## config.mk

```make
export PLATFORM = sky130hd
export DESIGN_NAME = add32_cla_seq
export DESIGN_NICKNAME = d
export VERILOG_FILES = /design/src/rtl/add32_cla_seq.sv
export SDC_FILE = /design/constraint.sdc
export NUM_CORES = 1
export LEC_CHECK = 0
export ABC_CLOCK_PERIOD_IN_PS = 4210
export CORE_ASPECT_RATIO = 1.5
export CORE_MARGIN = 1.5
export CORE_UTILIZATION = 48
export CTS_BUF_LIST = sky130_fd_sc_hd__clkbuf_4
export CTS_CLUSTER_DIAMETER = 60
export DETAILED_ROUTE_END_ITERATION = 10
export GPL_ROUTABILITY_DRIVEN = 0
export PLACE_DENSITY_LB_ADDON = 0.3
export SLEW_MARGIN = 20
export SYNTH_ARGS = -nofsm -noshare
export SYNTH_HDL_FRONTEND = slang
export SYNTH_SLANG_ARGS = --single-unit
```

## constraint.sdc

```tcl
create_clock -name clk -period 4.21 [get_ports clk]
set_input_delay 1.263 -clock clk [delete_from_list [all_inputs] [get_ports clk]]
set_output_delay 1.263 -clock clk [all_outputs]
set_load 0.02 [all_outputs]
```

## src/rtl/add32_cla_seq.sv

```systemverilog
// 32-bit carry-lookahead add/subtract, two 16-bit halves over consecutive cycles.
// One 16-bit nibble/74182 datapath is shared between the LO and HI phases.

module add32_cla_seq_nib (
  input  logic [3:0] i_p,
  input  logic [3:0] i_g,
  input  logic [3:0] i_t,
  input  logic       i_c,
  output logic [3:0] o_s,
  output logic       o_p,
  output logic       o_g,
  output logic       o_c3
);
  logic [3:0] w_c;

  assign w_c[0] = i_c;
  assign w_c[1] = i_g[0] | (i_p[0] & i_c);
  assign w_c[2] = i_g[1] | (i_p[1] & i_g[0]) | (i_p[1] & i_p[0] & i_c);
  assign w_c[3] = i_g[2] | (i_p[2] & i_g[1]) | (i_p[2] & i_p[1] & i_g[0])
                | (i_p[2] & i_p[1] & i_p[0] & i_c);
  assign o_s  = i_t ^ w_c;
  assign o_c3 = w_c[3];
  assign o_p  = &i_p;
  assign o_g  = i_g[3] | (i_p[3] & i_g[2]) | (i_p[3] & i_p[2] & i_g[1])
              | (i_p[3] & i_p[2] & i_p[1] & i_g[0]);
endmodule

// 74182-style generator: nibble carries come straight from group terms.
module add32_cla_seq_lcu (
  input  logic [3:0] i_p,
  input  logic [3:0] i_g,
  input  logic       i_c,
  output logic [3:1] o_c,
  output logic       o_p,
  output logic       o_g
);
  assign o_c[1] = i_g[0] | (i_p[0] & i_c);
  assign o_c[2] = i_g[1] | (i_p[1] & i_g[0]) | (i_p[1] & i_p[0] & i_c);
  assign o_c[3] = i_g[2] | (i_p[2] & i_g[1]) | (i_p[2] & i_p[1] & i_g[0])
                | (i_p[2] & i_p[1] & i_p[0] & i_c);
  assign o_p    = &i_p;
  assign o_g    = i_g[3] | (i_p[3] & i_g[2]) | (i_p[3] & i_p[2] & i_g[1])
                | (i_p[3] & i_p[2] & i_p[1] & i_g[0]);
endmodule

module add32_cla_seq #(
  parameter bit SUB_EN = 1'b1
) (
  input  logic        clk,
  input  logic        rst,
  input  logic        in_valid,
  output logic        in_ready,
  input  logic [31:0] a,
  input  logic [31:0] b,
  input  logic        sub,
  input  logic        cin,
  output logic        out_valid,
  input  logic        out_ready,
  output logic [31:0] sum,
  output logic        cout,
  output logic        ovf,
  output logic        zero,
  output logic        grp_p_n,
  output logic        grp_g_n
);
  localparam int NIB = 4;

  typedef enum logic [1:0] {IDLE, LO, HI, DONE} state_t;

  state_t      r_state;
  logic [31:0] r_a, r_b, r_sum;
  logic        r_c0, r_c16, r_pl, r_gl;
  logic        r_out_valid, r_cout, r_ovf, r_zero, r_pn, r_gn;

  logic              w_sub, w_hi, w_cin, w_gp, w_gg, w_cout;
  logic [15:0]       w_ha, w_hb, w_p, w_g, w_t, w_s;
  logic [NIB-1:0]    w_np, w_ng, w_c3;
  logic [NIB-1:0]    w_nc;
  logic [3:1]        w_lc;

  assign w_sub = SUB_EN ? sub : 1'b0;
  assign w_hi  = (r_state == HI);
  assign w_ha  = w_hi ? r_a[31:16] : r_a[15:0];
  assign w_hb  = w_hi ? r_b[31:16] : r_b[15:0];
  assign w_cin = w_hi ? r_c16 : r_c0;
  assign w_p   = w_ha | w_hb;
  assign w_g   = w_ha & w_hb;
  assign w_t   = w_ha ^ w_hb;

  assign w_nc[0]     = w_cin;
  assign w_nc[3:1]   = w_lc;

  genvar n;
  generate
    for (n = 0; n < NIB; n++) begin : g_nib
      add32_cla_seq_nib u_nib (
        .i_p  (w_p[4*n +: 4]),
        .i_g  (w_g[4*n +: 4]),
        .i_t  (w_t[4*n +: 4]),
        .i_c  (w_nc[n]),
        .o_s  (w_s[4*n +: 4]),
        .o_p  (w_np[n]),
        .o_g  (w_ng[n]),
        .o_c3 (w_c3[n])
      );
    end
  endgenerate

  add32_cla_seq_lcu u_lcu (
    .i_p (w_np),
    .i_g (w_ng),
    .i_c (w_cin),
    .o_c (w_lc),
    .o_p (w_gp),
    .o_g (w_gg)
  );

  assign w_cout = w_gg | (w_gp & w_cin);

  always_ff @(posedge clk) begin
    if (rst) begin
      r_state     <= IDLE;
      r_out_valid <= 1'b0;
      r_sum       <= 32'd0;
      r_cout      <= 1'b0;
      r_ovf       <= 1'b0;
      r_zero      <= 1'b0;
      r_pn        <= 1'b1;
      r_gn        <= 1'b1;
    end else begin
      case (r_state)
        IDLE: if (in_valid) begin
          r_a     <= a;
          r_b     <= w_sub ? ~b : b;
          r_c0    <= w_sub ? ~cin : cin;
          r_state <= LO;
        end
        LO: begin
          r_sum[15:0] <= w_s;
          r_c16       <= w_cout;
          r_pl        <= w_gp;
          r_gl        <= w_gg;
          r_state     <= HI;
        end
        HI: begin
          r_sum[31:16] <= w_s;
          r_cout       <= w_cout;
          // carry into bit 31 is nibble 3's internal c3 in the high half
          r_ovf        <= w_c3[NIB-1] ^ w_cout;
          r_zero       <= (r_sum[15:0] == 16'd0) && (w_s == 16'd0);
          r_pn         <= ~(r_pl & w_gp);
          r_gn         <= ~(w_gg | (w_gp & r_gl));
          r_out_valid  <= 1'b1;
          r_state      <= DONE;
        end
        DONE: if (out_ready) begin
          r_out_valid <= 1'b0;
          r_state     <= IDLE;
        end
        default: r_state <= IDLE;
      endcase
    end
  end

  assign in_ready  = (r_state == IDLE);
  assign out_valid = r_out_valid;
  assign sum       = r_sum;
  assign cout      = r_cout;
  assign ovf       = r_ovf;
  assign zero      = r_zero;
  assign grp_p_n   = r_pn;
  assign grp_g_n   = r_gn;
endmodule

```

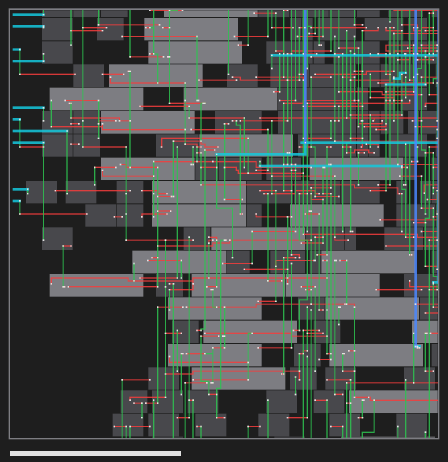
detail.png
Bar = 20 um. Region (0, 8) to (50, 58) um. Cells in grey, sequential cells in the stronger grey; small squares are vias.
Blue stands for metal 4. Green stands for metal 2. Red stands for metal 1. Cyan stands for metal 3.
Most frequent: edfxtp_1 (25), clkdlybuf4s50_1 (22). Netlist names of flops here include `r_b` (15), `r_a` (10). 112 logic cells have their middle in the window. Sequential cells in the window: 25.

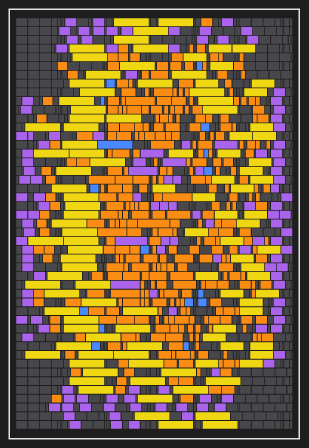
placement_by_type.png
Fill, decap, tap and diode cells in grey.
Orange stands for combinational and other logic, cells 326, share of their area 38%. Yellow stands for flops, cells 108, share of their area 41%. Purple stands for other buffers and delay cells, cells 133, share of their area 19%. Blue stands for clock drivers and dummy loads, cells 16, share of their area 1.8%.
Final Cell Area: 7200 um2
Site Rows: 47
final core utilization: 0.655
sequential share of cell area: 0.395

==> changes_impl.md <==
### Metrics

* Status: finished clean
* First-pass GRT wire length at 17700 um
* WL met2 at 6310 um
* Drt via density at 5.16
* Setup tns final at 0 ns
* Max H-tree Level at 3
* Crit path max fanout at 5
* Cell count along the critical path at 19
* Flop pwr share at 0.312
* Crit end category: register
* Die height at 133 um
* Top Layout Cells: clkdlybuf4s50_1, edfxtp_1, inv_1, nor2_1, dfxtp_1
* Reg2reg setup slack at 0.06 ns
* Worst endpoint required time at 4.59 ns
* Cts repair resizes at 5
* Biggest consumer: combinational cells
* Buffering overhead at 0.189
* Clk sinks at 108
* Psw at 2.03 mW
* Yosys stat area at 5410 um2
* Root buffer cell: clkbuf_4
* Combinational Power Share at 0.589
* Area leader, netlist: edfxtp_1
* Fmax at 241 MHz
* Syn nets at 562
* Met1 Usage GRT at 0.234
* Via count at 3772
* Dominant combinational family: multiplexers
* Startpoint types: register
* Floorplan Utilization at 0.492
* Mean Syn Cell Area at 12.0 um2
* Multi-In Gates at 275
* Post-synthesis sequential area ratio at 0.525
* Setup-failing EPs final at 0
* Area fraction in xor and xnor cells at 0.0728
* Largest net degree at the start of global routing at 66
* Synth top cells by count: edfxtp_1, inv_1, nor2_1
* Non-Filler Instances at 731
* CP endpoint: zero
* Worst EP arrival at 4.54 ns
* Clock Skews at 0.0218 ns
* Main flop type: edfxtp_1
* Setup Crit Path Kind: reg2reg
* Cts bufs inserted at 9
* Hpwl dp at 8500 um
* Tool warnings at 50
* Async S/R FF share, synth at 0
* Antenna violations before repair at 1
* Initial DRC Count at 176
* Worst Hold Path Cells at 1
* Period minus WS final at 4.15 ns
* Placed instance area at 6740 um2
* Pwr Total at 5.00 mW
* Total placed cells including tap cells at 704
* Most numerous cell in the Yosys netlist: edfxtp_1
* Vias in the first global route at 3728
* Top-Level Pins at 109
* Number of max-cap violations at 0
* Comb power at 2.94 mW
* Area fraction in compound gates at 0.0701
* Critical path cell sequence: inv_2 > ha_4 > buf_6 > buf_16 > mux2_4 > inv_2 > ha_4 > nor2_1 > a221oi_2 > o21bai_1 > a211oi_2 > inv_1 > fa_1 > nor4_2 > nand4_1 > or4_4 > nor3_2 > nand4b_1 > o31ai_2
* Die area at 11900 um2
* CTS clk-pin slew, worst paths at 0.16 ns
* GR peak layer: met2
* Worst hold path class: reg2reg
* Power Clock at 0.498 mW
* Hold endpoint: grp_g_n
* Top sig layer: met4
* Top cell area share at 0.377
* Worst reg2reg path depth at 19
* Final worst-path cycle share at 0.987
* Combinational share of cell area at 0.347
* Final Hold Viols at 0
* Hold slack at 0.497 ns
* Met2 usage at 0.333
* CP Buf/Inv Count at 5
* Routed length on met3 at 502 um
* Met1 Routed Length at 4570 um
* DP Worst Slack at -0.0412 ns
* Min-delay src: grp_g_n
* Nonclk buf count at 133
* Drt total wl at 11800 um
* Commonest Layout Cell: clkdlybuf4s50_1
* Clock Buffer Count at 9
* Longest Clk Path Bufs at 2
* Post-Syn Area at 5410 um2
* Yosys reg bits at 108
* Nets at 688
* # port buffers at 108
* Max-slew violations at 0
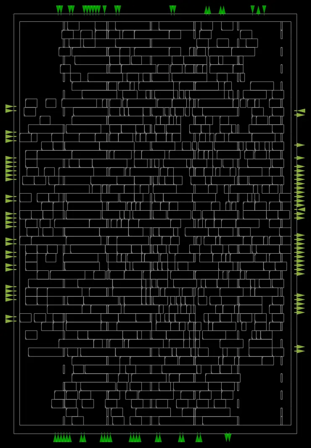
placement.png
Core ar.: 11000 um2
seq_cells: 108
Fill cells: 873
Tap Count: 147

No activity file was given, so power comes from the tool's default toggle rates.
